[config.mk]
export PLATFORM = sky130hd
export DESIGN_NAME = pipelined_adder
export DESIGN_NICKNAME = d
export VERILOG_FILES = /design/src/rtl/pipelined_adder.sv
export SDC_FILE = /design/constraint.sdc
export NUM_CORES = 1
export LEC_CHECK = 0
export ABC_AREA = 1
export CORE_AREA = 2 2 54 56
export DETAILED_ROUTE_END_ITERATION = 8
export DIE_AREA = 0 0 56 58
export PLACE_DENSITY_LB_ADDON = 0.25
export SYNTH_ARGS = -nofsm -noshare
export SYNTH_HDL_FRONTEND = slang
export SYNTH_SLANG_ARGS = --single-unit
[constraint.sdc]
create_clock -name clk -period 4.09 [get_ports clk]
set_input_delay 0.818 -clock clk [delete_from_list [all_inputs] [get_ports clk]]
set_output_delay 0.818 -clock clk [all_outputs]
set_load 0.01 [all_outputs]
[src/rtl/pipelined_adder.sv]
// Pipelined add/subtract unit.
// The WIDTH-bit operation is cut into STAGES segments of SEG bits. Stage k adds
// segment k. It takes the carry out of stage k-1, so each clock covers only one
// SEG-bit add.
// Every stage register holds four things:
//   - the operand bits not yet summed (skew)
//   - the sum bits finished so far
//   - the carry out of its segment
//   - a valid bit
// The whole pipe advances together on one enable. That enable is low only
// when a result is waiting and the consumer refuses it.
//
// Handshake: a beat moves across an interface on a rising edge when valid and
// ready are both high on that side. valid never depends on ready. in_ready
// depends combinationally on out_valid/out_ready. A result presented with
// out_ready=0 holds its data until it is taken.
//
// Legal parameters are STAGES >= 1 and WIDTH divisible by STAGES.
module pipelined_adder #(
  parameter int WIDTH  = 8,
  parameter int STAGES = 2
) (
  input  logic             clk,
  input  logic             rst,
  input  logic             in_valid,
  output logic             in_ready,
  input  logic [WIDTH-1:0] in_a,
  input  logic [WIDTH-1:0] in_b,
  input  logic             in_cin,
  input  logic             in_sub,
  output logic             out_valid,
  input  logic             out_ready,
  output logic [WIDTH-1:0] out_sum,
  output logic             out_cout,
  output logic             out_ovf
);

  localparam int SEG  = WIDTH / STAGES;
  localparam int LAST = STAGES - 1;

  // Stage registers
  logic             v_q [STAGES];
  logic [WIDTH-1:0] a_q [STAGES];
  logic [WIDTH-1:0] b_q [STAGES];
  logic [WIDTH-1:0] s_q [STAGES];
  logic             c_q [STAGES];
  logic             ovf_q;

  // Values presented to each stage register
  logic             v_d [STAGES];
  logic [WIDTH-1:0] a_d [STAGES];
  logic [WIDTH-1:0] b_d [STAGES];
  logic [WIDTH-1:0] s_in [STAGES];
  logic             c_in [STAGES];
  logic [WIDTH-1:0] s_d [STAGES];
  logic             c_d [STAGES];
  logic [SEG:0]     seg_sum [STAGES];
  logic             ovf_d;
  logic             msb_cin;
  logic             adv;

  // The whole pipe moves when the output slot is empty or is being drained.
  assign adv      = !out_valid | out_ready;
  assign in_ready = adv;

  // Stage inputs: stage 0 takes the port beat, with B inverted and the carry
  // forced to 1 for subtract. Every later stage takes its predecessor's register.
  always_comb begin
    v_d[0]  = in_valid;
    a_d[0]  = in_a;
    b_d[0]  = in_sub ? ~in_b : in_b;
    c_in[0] = in_sub ? 1'b1 : in_cin;
    s_in[0] = '0;
    for (int k = 1; k < STAGES; k++) begin
      v_d[k]  = v_q[k-1];
      a_d[k]  = a_q[k-1];
      b_d[k]  = b_q[k-1];
      c_in[k] = c_q[k-1];
      s_in[k] = s_q[k-1];
    end
  end

  // Each stage sums its own segment into the partial result. The MSB stage
  // also forms signed overflow: carry into the MSB XOR carry out of the MSB.
  always_comb begin
    for (int k = 0; k < STAGES; k++) begin
      seg_sum[k] = {1'b0, a_d[k][k*SEG +: SEG]}
                 + {1'b0, b_d[k][k*SEG +: SEG]}
                 + {{SEG{1'b0}}, c_in[k]};
      s_d[k]               = s_in[k];
      s_d[k][k*SEG +: SEG] = seg_sum[k][SEG-1:0];
      c_d[k]               = seg_sum[k][SEG];
    end
    msb_cin = a_d[LAST][WIDTH-1] ^ b_d[LAST][WIDTH-1] ^ seg_sum[LAST][SEG-1];
    ovf_d   = msb_cin ^ seg_sum[LAST][SEG];
  end

  // Pipeline registers: cleared on reset, shift together on adv, else hold.
  always_ff @(posedge clk or posedge rst) begin
    if (rst) begin
      for (int k = 0; k < STAGES; k++) begin
        v_q[k] <= 1'b0;
        a_q[k] <= '0;
        b_q[k] <= '0;
        s_q[k] <= '0;
        c_q[k] <= 1'b0;
      end
      ovf_q <= 1'b0;
    end else if (adv) begin
      for (int k = 0; k < STAGES; k++) begin
        v_q[k] <= v_d[k];
        a_q[k] <= a_d[k];
        b_q[k] <= b_d[k];
        s_q[k] <= s_d[k];
        c_q[k] <= c_d[k];
      end
      ovf_q <= ovf_d;
    end
  end

  assign out_valid = v_q[LAST];
  assign out_sum   = s_q[LAST];
  assign out_cout  = c_q[LAST];
  assign out_ovf   = ovf_q;

endmodule

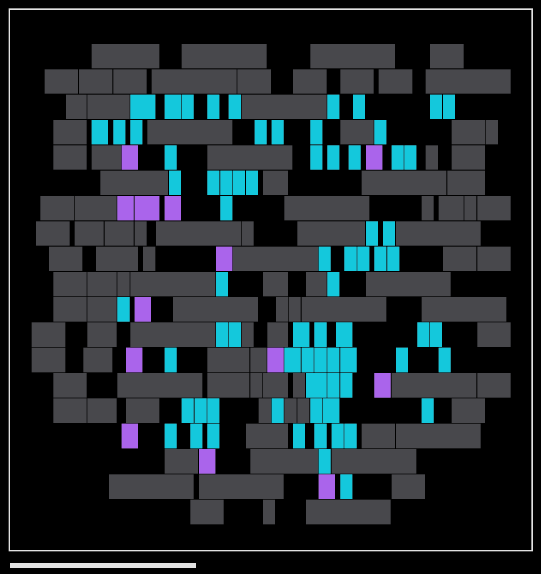
Figure 1: logic cells by family.
Scale bar: 20 µm.
- cyan: nand cells (cells 72; most used nand2_1)
- purple: aoi and oai cells (cells 13; most used o21ai_0)
dominant logic cell type in the layout: sky130_fd_sc_hd__nand2_1
share of the final layout cell area in multi-input gates: 37.1%
final cell count without fillers: 218

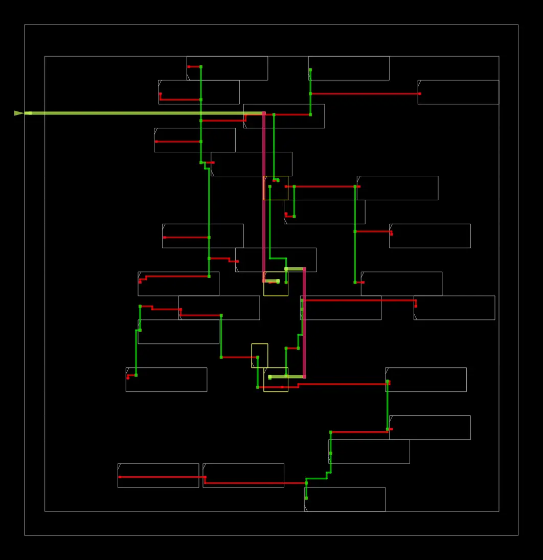
Figure 2: clock wiring as the flow saved it.
num sequential: 25
clock buffers created by TritonCTS: 3
# clk buffers: 3

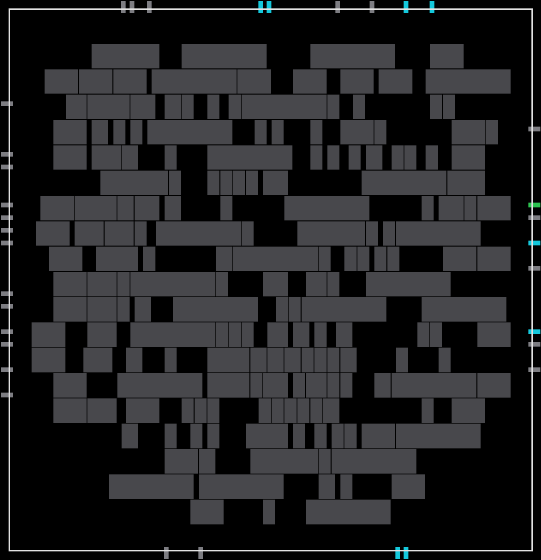
Figure 3: ports around the boundary.
Pins as bars across the die edge, other pins in grey.
- green: out_valid (pins 1; direction output; edge right)
- cyan: out_sum (pins 8; direction output; edge 4 top, 2 right, 2 bottom)
- all pins by edge: 13 left, 9 top, 8 right, 4 bottom
Die W: 56 µm
height of the die: 58 µm
port buffer count: 33

==> flow_summary.ini <==
; synthesis and place-and-route metrics
[synth]
sequential_to_total_area_share_from_yosys_stat_pct = 46.6
yosys.cell_count.top_type = sky130_fd_sc_hd__nand2_1
synth.net_count = 187
synth_cell_types = 22
synth.ff_latch_count = 25
avgSynthCellArea_um2 = 8.66
enable_flop_cells = 0
top_area_share_pct = 46.6
synthArstFlopShare_pct = 100
synth-main-ff-cell = sky130_fd_sc_hd__dfrtp_1
synth-xor-area-share_pct = 5.22
ys_sh_simple_pct = 25.2
synth.yosys.chip_area_mm2 = 0.00134
syn-cell-area_mm2 = 0.00134
yosysCellCount = 155
dominant_cells_by_area_after_synthesis = sky130_fd_sc_hd__dfrtp_1 (47%), sky130_fd_sc_hd__nand2_1 (18%), sky130_fd_sc_hd__fa_1 (6.0%)
yosys_warnings = 0
yosys.area_share.adder_pct = 11.6
synth.largest_area_cell = sky130_fd_sc_hd__dfrtp_1
ys_top_logic_family = simple AND/OR/NAND/NOR gates

[sta]
hold_slack_ns = 0.476
final_min_period_over_clock_period_pct = 74.4
worst-slew-pin-transition_ns = 0.925
grt_setup_unrepaired = no
setup_viol = 0
max_clock_freq_mhz = 329
worst_slack_ns = 1.05
fin_crit_ns = 3.04
tns_ns = 0
worst_clock_skew_ns = 0.00581

[critical_path]
start_point_of_the_critical_path = out_ready
timing.critical_path.arrival_ns = 2.22
crit_required_ns = 3.27
worst-path-stages = 4
endpoint = in_ready
critical_path.max_fanout = 21
setup.worst_path.class = primary input to output pin
cp.buffers_inverters = 3
cpPeakStageDelay_ns = 0.60
regToRegEndpoint = out_sum[6]
worst-r2r-cell-count = 7
crit_path_end_kind = output pin
critPathSlowestCell = sky130_fd_sc_hd__clkdlybuf4s50_1
path_common_cell = sky130_fd_sc_hd__clkdlybuf4s50_1
critical_path.top_delay_family = buffers and inverters
worst-r2r-setup-slack_ns = 2.41

[die]
floorplanUtilization_pct = 50.4
die_area_mm2 = 0.00325
core_area_mm2 = 0.00266
placement_rows = 19
n_tap_cell = 31

[clock_network]
cts_sinks = 25
cts.root.buffer_cell = sky130_fd_sc_hd__clkbuf_4
clock_tree.htree_level_count = 1
cts_setup_buffers = 0
post_cts_resized = 0
post_cts_hold_buffer_count = 0
clk_latency_ns = 0.32

[job]
max-cap-violations = 0
stage_log_warnings = 26

[global_routing]
global_route.usage.met1_pct = 22.1
number_of_global_route_vias_before_repair = 1045
grt_usage_pct = 16.7
grt_antenna_before_repair = 0
grt_use_met2_pct = 28.2
grt_max_degree = 30
grt.met3_usage_pct = 2.90

[final_layout]
final_nets = 220
filler_cell_count = 237
n_antenna_cell = 0
layout.cell_area.non_filler_mm2 = 0.00170
logic_area_um2 = 631
layout.area.top_class = combinational gates
layout-area-overhead-vs-synth_pct = 26.7
final.signal_inverter_count = 11
final_layout_size_suffix_gt1_share_pct = 4.81
most-common-layout-cells = sky130_fd_sc_hd__nand2_1 (63), sky130_fd_sc_hd__clkdlybuf4s50_1 (33), sky130_fd_sc_hd__dfrtp_1 (25), sky130_fd_sc_hd__inv_1 (10)
area_share_clock_buf_inv_pct = 1.62
largest_register_ffs = 8
storage_element_area_um2 = 626
finalCoreUtilization_pct = 63.9

[power]
powerDensity_mw_per_mm2 = 449
total_switching_power_mw = 0.260
relative_contribution_of_sequential_cells_to_total_power_pct = 45.3
p_leak_nw = 0.837
power_sequential_mw = 0.346
power.share.switching_pct = 34.0
pwr-share-comb_pct = 39.8
power_clock_mw = 0.114
share_clk_of_total_power_pct = 14.9
p_int_mw = 0.504

[route]
route.met3.wl_um = 94
route.antenna.remaining_nets = 0
vias = 1062
post_drt_wl_per_cell_um = 11.3
remaining_drc_errors = 0
finalWirelength_um = 2460
topRoutingLayerUsed = met4
route.layer.met1.wl_um = 1100
vias_per_cell = 4.87
detailedRoute.firstIterationViolations = 17

[run_status]
run_status = completed

[placed_design]
detailedPlacementHpwl_um = 1890
gp_routability_congestion = 0.894
placement.cell_area_mm2 = 0.00167
pre_cts_slack_ns = 0.915
dp.cells = 214

[worst_hold_path]
worst_hold_path.num_cells = 2
hp-class = flip-flop to flip-flop
hold-path-endpoint = out_valid
timing.hold.worst.start = v_d[0]
Power is estimated from default activity; no workload was simulated.
